**config.mk**
```make
export PLATFORM = sky130hd
export DESIGN_NAME = inst_encoder
export DESIGN_NICKNAME = d
export VERILOG_FILES = /design/src/rtl/inst_encoder.sv
export SDC_FILE = /design/constraint.sdc
export NUM_CORES = 1
export LEC_CHECK = 0
export CAP_MARGIN = 5
export CORE_MARGIN = 3
export CORE_UTILIZATION = 50
export CTS_CLUSTER_SIZE = 8
export DETAILED_ROUTE_END_ITERATION = 8
export PLACE_DENSITY = 0.82
export RECOVER_POWER = 25
export SLEW_MARGIN = 10
export SYNTH_ARGS = -nofsm -noshare
export SYNTH_HDL_FRONTEND = slang
export SYNTH_SLANG_ARGS = --single-unit
```
**constraint.sdc**
```tcl
create_clock -name clk -period 5.8 [get_ports clk]
set_input_delay 1.74 -clock clk [delete_from_list [all_inputs] [get_ports clk]]
set_output_delay 1.74 -clock clk [all_outputs]
set_load 0.01 [all_outputs]
```
**src/rtl/inst_encoder.sv**
```systemverilog
// RV32I instruction encoder and program writer.
// Packs decoded instruction fields into 32-bit words and streams them into
// instruction memory at auto-incrementing byte addresses. Requests whose
// format or immediate is illegal are dropped and recorded in sticky error
// state. Data path: input check/encode -> stage1 register -> FIFO -> imem port.
module inst_encoder #(
  parameter int ADDR_W = 12,
  parameter int DEPTH  = 4
) (
  input  logic              clk,
  input  logic              rst_n,
  input  logic              start,
  input  logic [ADDR_W-1:0] base_addr,
  input  logic              in_valid,
  output logic              in_ready,
  input  logic [2:0]        in_fmt,
  input  logic [6:0]        in_opcode,
  input  logic [4:0]        in_rd,
  input  logic [4:0]        in_rs1,
  input  logic [4:0]        in_rs2,
  input  logic [2:0]        in_funct3,
  input  logic              in_alt,
  input  logic [31:0]       in_imm,
  output logic              mem_we,
  input  logic              mem_ready,
  output logic [ADDR_W-1:0] mem_addr,
  output logic [31:0]       mem_wdata,
  output logic              busy,
  output logic              err,
  output logic [1:0]        err_code,
  output logic [15:0]       wr_count,
  output logic [7:0]        rej_count
);

  localparam int          PW       = (DEPTH > 1) ? $clog2(DEPTH) : 1;
  localparam logic [PW:0] FULL_CNT = (PW+1)'(DEPTH);

  typedef enum logic [2:0] {
    FMT_R    = 3'd0,
    FMT_I    = 3'd1,
    FMT_S    = 3'd2,
    FMT_B    = 3'd3,
    FMT_U    = 3'd4,
    FMT_J    = 3'd5,
    FMT_BAD6 = 3'd6,
    FMT_BAD7 = 3'd7
  } fmt_e;

  typedef enum logic [1:0] {
    ERR_NONE  = 2'd0,
    ERR_FMT   = 2'd1,
    ERR_RANGE = 2'd2,
    ERR_ALIGN = 2'd3
  } err_e;

  // Request-side encode and legality check
  fmt_e        fmt;
  logic        shift_imm;
  logic        fits_12;
  logic        fits_13;
  logic        fits_21;
  logic [31:0] enc_word;
  err_e        enc_err;

  // Stage1
  logic        s1_valid;
  logic [31:0] s1_word;

  // FIFO
  logic [31:0] fifo_mem [DEPTH];
  logic [PW-1:0] wr_ptr;
  logic [PW-1:0] rd_ptr;
  logic [PW:0]   count;

  // Handshake / movement strobes
  logic accept;
  logic pop;
  logic fifo_full;
  logic push;
  err_e err_q;

  assign fmt       = fmt_e'(in_fmt);
  // SLLI/SRLI/SRAI: OP-IMM with funct3 001 or 101
  assign shift_imm = (in_opcode == 7'b0010011) && (in_funct3[1:0] == 2'b01);
  // An immediate fits N signed bits when all bits from N-1 upward agree
  assign fits_12   = (&in_imm[31:11]) || !(|in_imm[31:11]);
  assign fits_13   = (&in_imm[31:12]) || !(|in_imm[31:12]);
  assign fits_21   = (&in_imm[31:20]) || !(|in_imm[31:20]);

  // Pack the instruction word and classify the first failing check
  always_comb begin
    enc_word = '0;
    enc_err  = ERR_NONE;
    case (fmt)
      FMT_R: begin
        enc_word = {1'b0, in_alt, 5'b0, in_rs2, in_rs1, in_funct3, in_rd, in_opcode};
      end
      FMT_I: begin
        if (shift_imm) begin
          enc_word = {1'b0, in_alt, 5'b0, in_imm[4:0], in_rs1, in_funct3, in_rd, in_opcode};
          if (in_imm[31:5] != '0) enc_err = ERR_RANGE;
        end else begin
          enc_word = {in_imm[11:0], in_rs1, in_funct3, in_rd, in_opcode};
          if (!fits_12) enc_err = ERR_RANGE;
        end
      end
      FMT_S: begin
        enc_word = {in_imm[11:5], in_rs2, in_rs1, in_funct3, in_imm[4:0], in_opcode};
        if (!fits_12) enc_err = ERR_RANGE;
      end
      FMT_B: begin
        enc_word = {in_imm[12], in_imm[10:5], in_rs2, in_rs1, in_funct3,
                    in_imm[4:1], in_imm[11], in_opcode};
        if (!fits_13)      enc_err = ERR_RANGE;
        else if (in_imm[0]) enc_err = ERR_ALIGN;
      end
      FMT_U: begin
        enc_word = {in_imm[31:12], in_rd, in_opcode};
        if (in_imm[11:0] != '0) enc_err = ERR_ALIGN;
      end
      FMT_J: begin
        enc_word = {in_imm[20], in_imm[10:1], in_imm[11], in_imm[19:12], in_rd, in_opcode};
        if (!fits_21)      enc_err = ERR_RANGE;
        else if (in_imm[0]) enc_err = ERR_ALIGN;
      end
      default: begin
        enc_err = ERR_FMT;
      end
    endcase
  end

  assign fifo_full = (count == FULL_CNT);
  assign mem_we    = (count != '0);
  assign pop       = mem_we && mem_ready && !start;
  // Push into a full FIFO is allowed when the head leaves in the same cycle
  assign push      = s1_valid && !start && (!fifo_full || (mem_we && mem_ready));
  // rst_n gates ready so nothing is offered while reset is held
  assign in_ready  = rst_n && !start && (!s1_valid || push);
  assign accept    = in_valid && in_ready;
  assign mem_wdata = fifo_mem[rd_ptr];
  assign busy      = s1_valid || mem_we;
  assign err_code  = err_q;

  // Stage1: capture accepted legal words; rejected ones leave it empty
  always_ff @(posedge clk or negedge rst_n) begin
    if (!rst_n) begin
      s1_valid <= 1'b0;
      s1_word  <= '0;
    end else if (start) begin
      s1_valid <= 1'b0;
    end else if (accept) begin
      s1_valid <= (enc_err == ERR_NONE);
      s1_word  <= enc_word;
    end else if (push) begin
      s1_valid <= 1'b0;
    end
  end

  // FIFO storage
  always_ff @(posedge clk or negedge rst_n) begin
    if (!rst_n) begin
      for (int unsigned i = 0; i < DEPTH; i++) fifo_mem[i] <= '0;
    end else if (push) begin
      fifo_mem[wr_ptr] <= s1_word;
    end
  end

  // FIFO pointers and occupancy
  always_ff @(posedge clk or negedge rst_n) begin
    if (!rst_n) begin
      wr_ptr <= '0;
      rd_ptr <= '0;
      count  <= '0;
    end else if (start) begin
      wr_ptr <= '0;
      rd_ptr <= '0;
      count  <= '0;
    end else begin
      if (push) wr_ptr <= wr_ptr + 1'b1;
      if (pop)  rd_ptr <= rd_ptr + 1'b1;
      case ({push, pop})
        2'b10:   count <= count + 1'b1;
        2'b01:   count <= count - 1'b1;
        default: count <= count;
      endcase
    end
  end

  // Write address and completed-write counter
  always_ff @(posedge clk or negedge rst_n) begin
    if (!rst_n) begin
      mem_addr <= '0;
      wr_count <= '0;
    end else if (start) begin
      mem_addr <= base_addr;
      wr_count <= '0;
    end else if (pop) begin
      mem_addr <= mem_addr + ADDR_W'(4);
      wr_count <= wr_count + 16'd1;
    end
  end

  // Sticky error, first-cause code and saturating reject counter
  always_ff @(posedge clk or negedge rst_n) begin
    if (!rst_n) begin
      err       <= 1'b0;
      err_q     <= ERR_NONE;
      rej_count <= '0;
    end else if (start) begin
      err       <= 1'b0;
      err_q     <= ERR_NONE;
      rej_count <= '0;
    end else if (accept && (enc_err != ERR_NONE)) begin
      err <= 1'b1;
      if (!err) err_q <= enc_err;
      if (rej_count != 8'hFF) rej_count <= rej_count + 8'd1;
    end
  end

endmodule

```
### Signal wires on met2, run 1

Cells faint in the background.
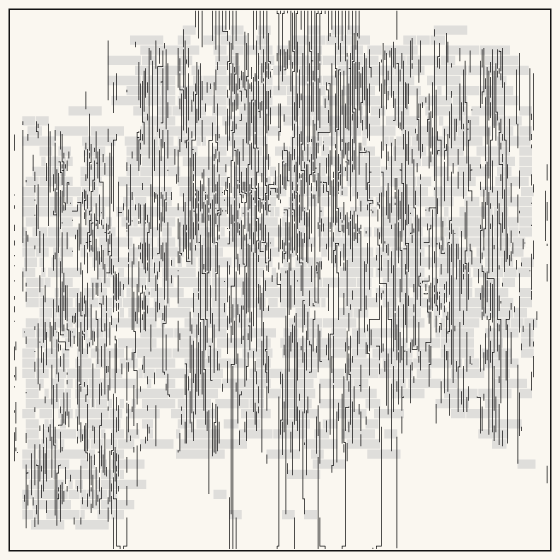
wire length on this layer	11600 um
longest straight run	58.1 um
nets with wire on the layer	910

### Placement by cell class, run 1

Fill, decap, tap and diode cells in grey.
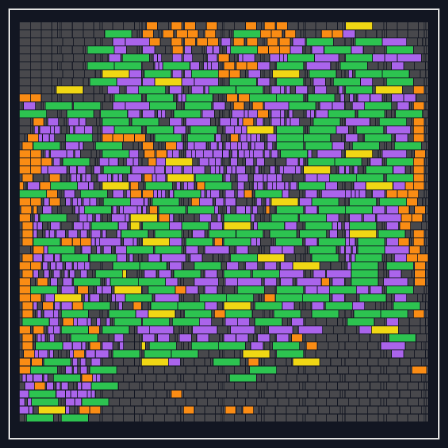
class	colour	cells	share of their area
flip-flops	green	207	44%
all other logic	purple	520	37%
other buffers and delay cells	orange	166	14%
clock drivers and dummy loads	yellow	32	6.2%
final design utilization: 64.6%
flop share of the area: 42.4%
row cnt: 50
post-layout instance area: 12200 um^2

==> reports/qor.txt, run 1 <==
Status: finished with violations
Failing checks: max-capacitance violations, max-slew violations
GP Congestion: 0.903
P_comb: 1.01 mW
Peak VDD IR: 0.000230 V
Initial drt markers: 449
Final hold vios: 0
Crit path capture type: primary output
Worst slew margin: -106%
Synth-to-Final Area Change: 25.5%
Vias/cell: 5.89
Switch Pwr: 1.13 mW
Post-Synth Adder-Cell Area: 1.11%
DRT Pass-1 Iters: 5
Post-synth EDFFs: 0
WL/cell: 20.1 um
Max-cap violations: 2
Logic family by area: multiplexers
WP data arrival: 3.49 ns
Top power group: registers
First-pass GRT wire length: 38800 um
Worst path top cell family by delay: buffers and inverters
Fin crit share: 90.1%
GR Util met2: 37.3%
TritonCTS clock tree: done
DR top layer: met5
Crit path depth: 5
Largest register by flop count: fifo_mem
Floorplan net count: 858
CTS buffer count: 29
Non-Clock Inverter Count: 7
Combinational share of cell area: 35.4%
Multi-input logic area: 4320 um^2
Mapped Area: 9730 um^2
# diodes: 1
Critical-path cell list: clkdlybuf4s50_1, nor4b_1, nand2_1, and3_1, clkdlybuf4s50_1
Worst Path Class, Setup: primary input to primary output
Area reported by Yosys stat: 9730 um^2
Fin. max-slew vios: 116
Chip area: 21200 um^2
Mux share: 23.6%
Fraction of area in clock buffers and inverters: 6.08%
Hpwl dp: 16100 um
Top cells by area: dfrtp_1 53%, mux2_2 15%, mux4_2 7.4%
Fmax achieved: 0.191 GHz
Critical-path top delay cell: nor4b_1
Global Route Usage Sum: 22.6%
HP Class: flip-flop to flip-flop
Input/output buffers: 151
Crit path time final: 5.23 ns
Switching share of power: 26.8%
DRC Markers: 0
### Placed standard cells, run 1

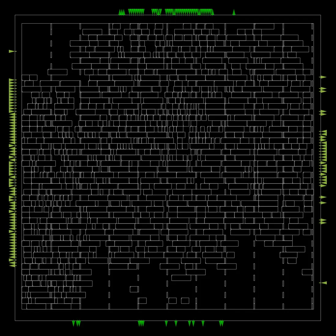
sequential cells: 207
Core Footprint: 18900 um^2
# fillers: 1448

==> run 1 -> run 2 <==
--- a/config.mk
+++ b/config.mk
@@ -14,3 +14,2 @@
 export RECOVER_POWER = 25
-export SLEW_MARGIN = 10
 export SYNTH_ARGS = -nofsm -noshare
==> constraint.sdc (replaced) <==
create_clock -name clk -period 5.8 [get_ports clk]
set_input_delay 0.58 -clock clk [delete_from_list [all_inputs] [get_ports clk]]
set_output_delay 0.58 -clock clk [all_outputs]
set_load 0.01 [all_outputs]
==> reports/qor.txt, run 2 <==
Combinational share of cell area: 35.4% (+0.047 points)
Max-cap violations: 0 (-2)
Worst Path Class, Setup: flip-flop to primary output
Flop share of the area: 42.5% (+0.057 points)
WL/cell: 20.4 um (+1.5%)
DR top layer: met5
Initial drt markers: 418 (-6.9%)
Setup TNS: 0 ns
CP Launch Type: flip-flop
Logic family by area: multiplexers
Initial antenna violation count: 2
Worst setup startpoint: rd_ptr[0]
GP Congestion: 0.903 (about the same)
Synth-to-Final Area Change: 25.4%
Fin crit share: 59.1% (-31 points)
Mapped Area: 9730 um^2 (unchanged)
Fin nets: 1006
Crit path required time: 5.22 ns
Floorplan net count: 858 (unchanged)
GR Util met2: 37.6% (+0.30 points)
Final hold vios: 0 (unchanged)
Multi-input logic area: 4320 um^2 (unchanged)
Fmax achieved: 0.292 GHz (+52%)
Post-synth EDFFs: 0 (unchanged)
Area reported by Yosys stat: 9730 um^2 (unchanged)
Avg Inst Size Synth: 12.6 um^2
Final design utilization: 64.5% (-0.086 points)
Dpl ws: 2.18 ns
Switch Pwr: 1.16 mW (+2.8%)
# fillers: 1475 (+1.9%)
Post-Synth Adder-Cell Area: 1.11% (unchanged)
Chip area: 21200 um^2 (unchanged)
# diodes: 0 (-1)
WP data arrival: 2.85 ns (-0.64 ns)
Seq. pwr: 1.76 mW
Row cnt: 50 (unchanged)
Top power group: registers
Non-Clock Buffer Area Fraction: 13.0%
Top cells by area: dfrtp_1 53%, mux2_2 15%, mux4_2 7.4%
Most instantiated logic cells after routing: 206 x dfrtp_1, 147 x clkdlybuf4s50_1, 131 x mux2_2, 73 x nor2_1, 58 x nand2_1
Global Route Usage Sum: 22.6% (+0.049 points)
HP Class: primary input to async pin
Post-layout instance area: 12200 um^2 (-0.13%)
Setup Fix Bufs, Post-CTS: 0
Vias/cell: 5.82 (-1.1%)
Worst path top cell family by delay: buffers and inverters
CTS buffer count: 29 (unchanged)
Synth Instances: 772
Status: completed
Largest register by flop count: fifo_mem
Critical-path top delay cell: dfrtp_2
Non-Clock Inverter Count: 7 (unchanged)
Bufs w/o clock: 162
GRT overflow: 0
Critical-path cell list: buf_4, mux4_2, clkdlybuf4s50_1
Hpwl dp: 16100 um (+0.31%)
TritonCTS clock tree: done
Worst slew margin: 21.6% (+130 points)
Largest regs: fifo_mem x128, s1_word x32, wr_count x16
Sequential cells: 207 (unchanged)
GRT busiest layer: met2
# setup viols final: 0
Share of cells above drive strength 1: 23.8%
P_comb: 1.01 mW (about the same)
Crit path time final: 3.43 ns (-1.80 ns)
Crit path depth: 3 (-2)
Switching share of power: 27.4% (+0.54 points)
R2R Path Start: count[0]
DRT Pass-1 Iters: 5 (unchanged)
Crit path capture type: primary output
First-pass GRT wire length: 38900 um (+0.30%)
Die X: 145 um
Core Footprint: 18900 um^2 (unchanged)
Mux share: 23.6% (unchanged)
DRC Markers: 0 (unchanged)
Fin. max-slew vios: 0 (-100%)
Fraction of area in clock buffers and inverters: 6.18% (+0.10 points)
Post-synth ARST share: 100%
Peak VDD IR: 0.000233 V (+0.96%)
### Signal wires on met2, run 2

Cells faint in the background.
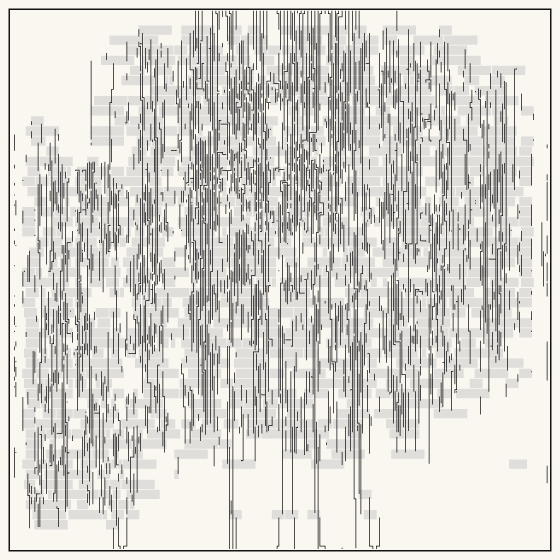
nets with wire on the layer	895
main direction	vertical

### Met3 routing, run 2

The bar under the picture is 50 um long.
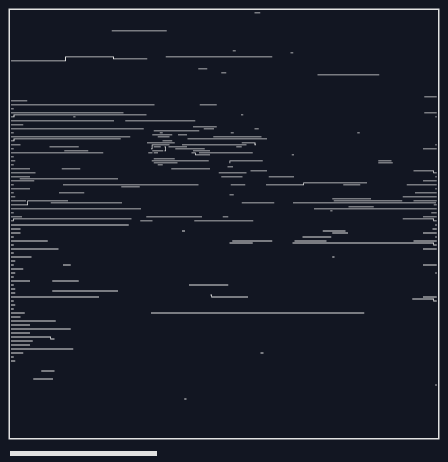
main direction	horizontal
wire length on this layer	1920 um
Vias: 6878
final wirelength: 24100 um
GR Layer Usage met3: 6.51%

### Nets reached from selected ports, run 2

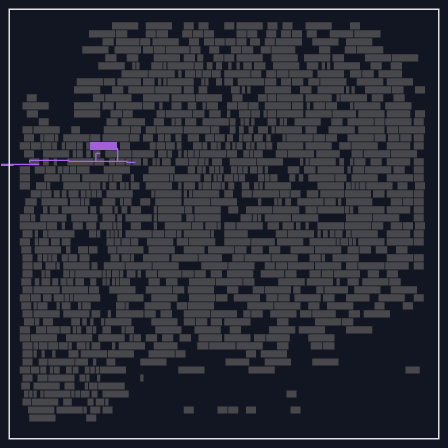
port	colour	bits	direction	edge	end cells	buffers	wire
err	purple	1	output	left	1	1	56.2 um
input/output buffers: 151
Ports: 152

==> run 2 -> run 3 <==
Clock period 5.8 ns to 3.2 ns, I/O delays scaled along.
==> reports/qor.txt, run 3 <==
# setup viols final: 0 (unchanged)
Vias/cell: 5.89 (+1.1%)
Avg Inst Size Synth: 12.6 um^2 (unchanged)
Hpwl dp: 16400 um (+1.8%)
DR top layer: met5
HP Class: primary input to flip-flop
Critical-path cell list: buf_12, mux4_2, clkdlybuf4s50_1
# diodes: 0 (unchanged)
Ports: 152 (unchanged)
Max-cap violations: 2 (+2)
Mapped Area: 9730 um^2 (unchanged)
Crit path required time: 2.88 ns (-2.34 ns)
GR Layer Usage met3: 6.63% (+0.12 points)
First-pass GRT wire length: 39800 um (+2.1%)
Setup Fix Bufs, Post-CTS: 0 (unchanged)
Fin. max-slew vios: 164 (+164)
Area reported by Yosys stat: 9730 um^2 (unchanged)
CP Launch Type: flip-flop
Worst slew margin: -17.5% (-39 points)
P_comb: 1.89 mW (+87%)
Top power group: registers
Crit path capture type: primary output
Chip area: 21200 um^2 (unchanged)
Post-synth ARST share: 100% (unchanged)
Crit path depth: 3 (unchanged)
Non-Clock Inverter Count: 7 (unchanged)
GP Congestion: 0.946 (+4.7%)
Failing checks: max-capacitance violations, max-slew violations
Most instantiated logic cells after routing: 206 x dfrtp_1, 149 x clkdlybuf4s50_1, 131 x mux2_2, 73 x nor2_1, 58 x nand2_1
Initial drt markers: 426 (+1.9%)
Synth Instances: 772 (unchanged)
Multi-input logic area: 4320 um^2 (unchanged)
GRT overflow: 0 (unchanged)
Status: finished with violations
Global Route Usage Sum: 23.2% (+0.54 points)
Peak VDD IR: 0.000454 V (+95%)
Logic family by area: multiplexers
Share of cells above drive strength 1: 24.6% (+0.85 points)
Fin crit share: 87.2%
Combinational share of cell area: 35.1% (-0.32 points)
Input/output buffers: 151 (unchanged)
Worst Path Class, Setup: flip-flop to primary output
WP data arrival: 2.47 ns (-0.38 ns)
Fraction of area in clock buffers and inverters: 6.03% (-0.15 points)
Post-layout instance area: 12300 um^2 (+0.92%)
Seq. pwr: 3.18 mW (+81%)
Crit path time final: 2.79 ns
Row cnt: 50 (unchanged)
GRT busiest layer: met2
Largest register by flop count: fifo_mem
WL/cell: 20.7 um (+1.1%)
Core Footprint: 18900 um^2 (unchanged)
DRT Pass-1 Iters: 5 (unchanged)
Initial antenna violation count: 1 (-1)
Fmax achieved: 0.358 GHz
Switching share of power: 27.1% (-0.21 points)
Synth-to-Final Area Change: 26.5%
### Signal wires on met2, run 3

Cells faint in the background.
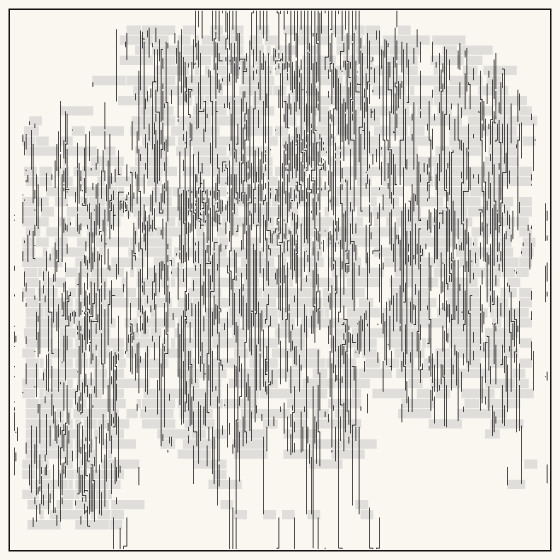
Vias: 7033
GR Util met2: 38.3%
final wirelength: 24700 um

### Placed standard cells, run 3

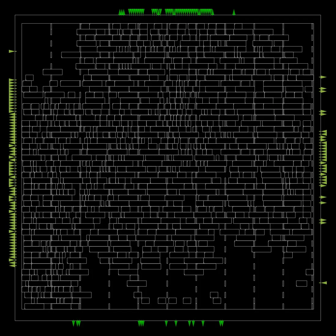
flop share of the area: 42.1%
Tapcells: 260
final design utilization: 65.1%

### Placement by cell class, run 3

Fill, decap, tap and diode cells in grey.
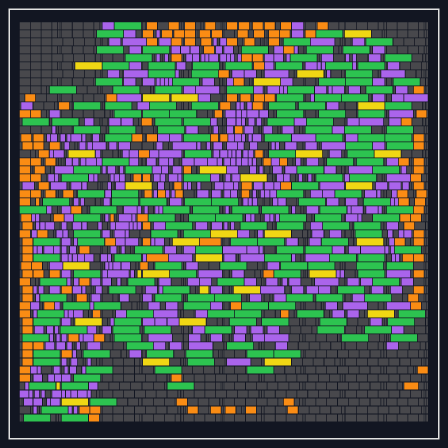
class	colour	cells	share of their area
clock drivers and dummy loads	yellow	32	6.2%
flip-flops	green	207	43%
all other logic	purple	520	36%
other buffers and delay cells	orange	175	14%

Power is estimated from default activity; no workload was simulated.
